<file path="src/rtl/mem_arbiter.sv">
// ============================================================================
// Module   : mem_arbiter
// Purpose  : Two-requester arbiter in front of a single-port data memory.
//            Requester 0 is the CPU memory stage, requester 1 the loader.
//            One access is in flight at a time: IDLE (grant) -> ACCESS
//            (memory strobe) -> RESP (done pulse).
// Config   : `define MEM_ARB_RR_EN for round-robin arbitration of
//            simultaneous requests; otherwise requester 0 has fixed priority.
// Ports    : CLK, RST_N (async, active-low)
//            req0/1, we0/1, addr0/1, wdata0/1   - requester inputs
//            gnt0/1, done0/1, rdata0/1, err0/1  - requester outputs
//            mem_addr, mem_write_data, mem_write_flag, mem_read_flag,
//            mem_valM, mem_dmem_error          - data memory side
// Revision : 1.0 - initial release
// ============================================================================
`default_nettype none

`ifndef DATA_WID
`define DATA_WID 32
`endif

module mem_arbiter #(
    parameter int MEM_TOP = 10
) (
    input  logic                 CLK,
    input  logic                 RST_N,
    input  logic                 req0,
    input  logic                 req1,
    input  logic                 we0,
    input  logic                 we1,
    input  logic [`DATA_WID-1:0] addr0,
    input  logic [`DATA_WID-1:0] addr1,
    input  logic [`DATA_WID-1:0] wdata0,
    input  logic [`DATA_WID-1:0] wdata1,
    output logic                 gnt0,
    output logic                 gnt1,
    output logic                 done0,
    output logic                 done1,
    output logic [`DATA_WID-1:0] rdata0,
    output logic [`DATA_WID-1:0] rdata1,
    output logic                 err0,
    output logic                 err1,
    output logic [`DATA_WID-1:0] mem_addr,
    output logic [`DATA_WID-1:0] mem_write_data,
    output logic                 mem_write_flag,
    output logic                 mem_read_flag,
    input  logic [`DATA_WID-1:0] mem_valM,
    input  logic                 mem_dmem_error
);

    localparam int              W        = `DATA_WID;
    localparam logic [W-1:0]    TOP_ADDR = W'(MEM_TOP);

    localparam logic [1:0] IDLE   = 2'd0;
    localparam logic [1:0] ACCESS = 2'd1;
    localparam logic [1:0] RESP   = 2'd2;

    logic [1:0] state;
    logic [1:0] state_nxt;
    logic       we_q;       // latched direction of the in-flight access
    logic       owner_q;    // requester that owns the in-flight access
    logic       any_req;
    logic       winner;     // 0 = requester 0, 1 = requester 1
    logic       grant;
    logic       addr_bad;
    logic       acc_err;

    assign any_req = req0 | req1;

`ifdef MEM_ARB_RR_EN
    // prio names the requester that wins the next tie; it always moves to
    // the requester that was not just granted.
    logic prio;

    assign winner = (req0 && req1) ? prio : req1;

    always_ff @(posedge CLK or negedge RST_N) begin
        if (!RST_N) begin
            prio <= 1'b0;
        end else if (grant) begin
            prio <= ~winner;
        end
    end
`else
    // Fixed priority: requester 1 wins only when requester 0 is silent.
    assign winner = ~req0;
`endif

    // Grant is combinational so it lands in the same cycle the request is
    // seen; RST_N gates it so no grant escapes while reset is held.
    assign grant = RST_N && (state == IDLE) && any_req;
    assign gnt0  = grant && !winner;
    assign gnt1  = grant &&  winner;

    assign addr_bad = (mem_addr > TOP_ADDR);
    assign acc_err  = addr_bad | mem_dmem_error;

    // Strobes decode from state only, so an asynchronous reset during
    // ACCESS drops them immediately.
    assign mem_write_flag = (state == ACCESS) &&  we_q && !addr_bad;
    assign mem_read_flag  = (state == ACCESS) && !we_q;

    assign done0 = (state == RESP) && !owner_q;
    assign done1 = (state == RESP) &&  owner_q;

    always_comb begin
        state_nxt = state;
        case (state)
            IDLE:    if (any_req) state_nxt = ACCESS;
            ACCESS:  state_nxt = RESP;
            RESP:    state_nxt = IDLE;
            default: state_nxt = IDLE;
        endcase
    end

    always_ff @(posedge CLK or negedge RST_N) begin
        if (!RST_N) begin
            state          <= IDLE;
            we_q           <= 1'b0;
            owner_q        <= 1'b0;
            mem_addr       <= '0;
            mem_write_data <= '0;
            rdata0         <= '0;
            rdata1         <= '0;
            err0           <= 1'b0;
            err1           <= 1'b0;
        end else begin
            state <= state_nxt;

            // Latch the winner's request so later input changes cannot
            // disturb the access in flight.
            if (grant) begin
                owner_q        <= winner;
                we_q           <= winner ? we1    : we0;
                mem_addr       <= winner ? addr1  : addr0;
                mem_write_data <= winner ? wdata1 : wdata0;
            end

            // Capture the result at the edge leaving ACCESS; writes keep
            // the previous read data, faulted reads return zero.
            if (state == ACCESS) begin
                if (owner_q) begin
                    err1 <= acc_err;
                    if (!we_q) rdata1 <= acc_err ? '0 : mem_valM;
                end else begin
                    err0 <= acc_err;
                    if (!we_q) rdata0 <= acc_err ? '0 : mem_valM;
                end
            end
        end
    end

endmodule

`default_nettype wire

</file>
<file path="config.mk">
export PLATFORM = sky130hd
export DESIGN_NAME = mem_arbiter
export DESIGN_NICKNAME = d
export VERILOG_FILES = /design/src/rtl/mem_arbiter.sv
export SDC_FILE = /design/constraint.sdc
export NUM_CORES = 1
export LEC_CHECK = 0
export CAP_MARGIN = 20
export CORE_MARGIN = 1.5
export CORE_UTILIZATION = 40
export DETAILED_ROUTE_END_ITERATION = 7
export PLACE_DENSITY = 0.9
export SLEW_MARGIN = 20
export SYNTH_ARGS = -nofsm -noshare
export SYNTH_HDL_FRONTEND = slang
export SYNTH_SLANG_ARGS = --single-unit
</file>
<file path="constraint.sdc">
create_clock -name CLK -period 3.6 [get_ports CLK]
set_input_delay 0.72 -clock CLK [delete_from_list [all_inputs] [get_ports CLK]]
set_output_delay 0.72 -clock CLK [all_outputs]
set_load 0.01 [all_outputs]
</file>
==> run_results.csv <==
group,metric,value,unit
worst_setup_path,rrSetupSlack,1.50,ns
final_layout,nonClockBufferCount,309,
outcome,status,"finished, final reports clean",
clock_tree,clock.latency.late_pin,0.42,ns
worst_hold_path,min_path_type,"input pin to asynchronous set/reset pin",
final_layout,area_growth,64.1,%
worst_setup_path,endpoint,"gnt1",
final_layout,regArea,3350,µm²
grt,grt_pass1_vias,5179,
pwr,pg_seq,2.58,mW
clock_tree,cts_sinks,134,
worst_setup_path,crit_fanout,2,
floorplan,core.rowCount,43,
worst_setup_path,r2r_cells,3,
timing,hold_viol,0,
pwr,pwr-share-seq,35.3,%
timing,skew,0.00861,ns
placed_design,dp_hpwl,12.9,mm
final_layout,design.seq.count,134,
yosys,synth_area,5820,µm²
yosys,yosysWarnings,0,
worst_setup_path,startpoint,"req1",
route,via_per_inst,4.98,
yosys,yosysCellCount,563,
final_layout,n_clock_buffer,22,
clock_tree,clock_path_buffers,2,
worst_setup_path,cp.required,2.88,ns
flow_run,drv_cap,0,
final_layout,n_antenna_cell,0,
yosys,common_cells,"dfrtp_1, nand2_1, mux2i_1, o21ai_1, o31ai_1",
placed_design,gp_congestion,0.786,
yosys,syn_avg_cell_area,10.3,µm²
timing,tightest_slew,0.964,ns
flow_run,warnings,28,
clock_tree,cts_root_buf,"clkbuf_16",
yosys,fa_ha_area_share,0,%
route,drt-wirelength-per-cell,16.9,µm
yosys,edf_count,0,
route,met3WireLength,1.82,mm
final_layout,largest_class,"registers",
worst_setup_path,worst_setup_path_end_kind,"output pin",
final_layout,logic_area,2150,µm²
-- worst max-delay path, stage by stage --
cell and delay (ns):
clkdlybuf4s50_1 0.46, nor2_1 0.06, or4b_4 0.51, nor2_1 0.15, clkdlybuf4s50_1 0.56
-- stage by stage --
| stage | cell area, µm² | cells | total power, mW | worst slack (ns) | util, % |
|---|---|---|---|---|---|
| final | 9560 | 1041 | 7.31 | 0.421 | 68.1 |
| after global routing | 9560 | 1041 | 7.73 | 0.330 | 68.1 |
| after CTS | 9550 | 1041 | 7.37 | 0.394 | 68.0 |
| after detailed placement | 8930 | 1009 | 5.51 | 0.397 | 63.6 |
| after global placement | 8930 | 1009 | 5.42 | 0.413 | 63.6 |
| after floorplan | 5820 | 563 | 3.71 | 1.08 | - |
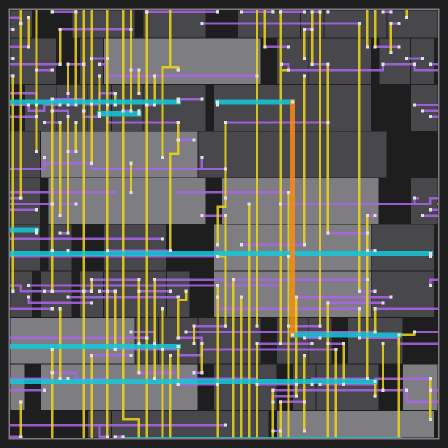
closeup.png
Region (18, 80) to (43, 105) µm. Cells in grey, sequential cells in the stronger grey; small squares are vias.
legend:
  cyan:
    layer: M3
  yellow:
    layer: M2
  purple:
    layer: M1
  orange:
    layer: M4
sequential cells in the window: 9
cells with their middle in the window: 50
most frequent: clkdlybuf4s50_1 (12), nand2_1 (10), o21ai_1 (10)
netlist names of flops here include: `mem_write_data` (6), `mem_addr` (3)

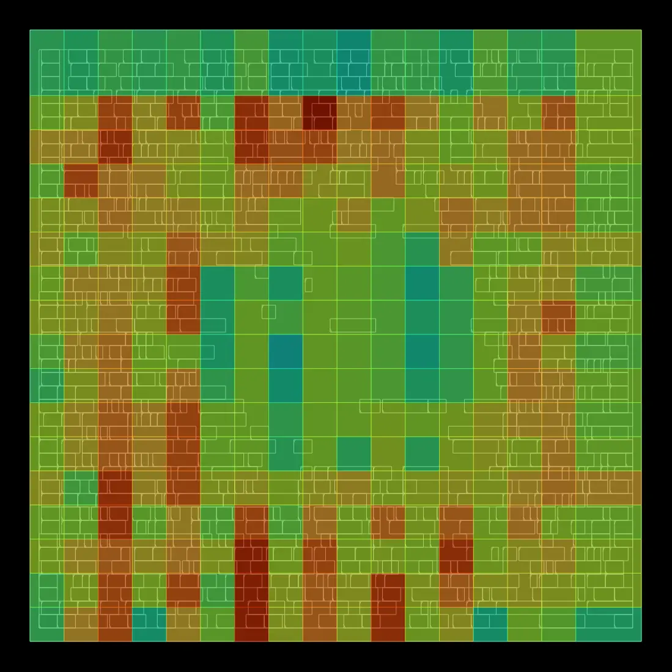
congestion_map.png
post-layout util: 68.1%
met2 Use GR: 41.3%
met3 GRT Util: 10.4%

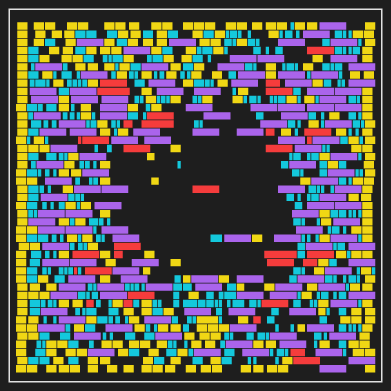
class_map.png
Scale: 3 px per µm.
legend:
  purple:
    class: registers
    cells: 134
  cyan:
    class: remaining logic cells
    cells: 386
  yellow:
    class: remaining buffers and delay cells
    cells: 309
  red:
    class: clock drivers and dummy loads
    cells: 32

Power is estimated from default activity; no workload was simulated.
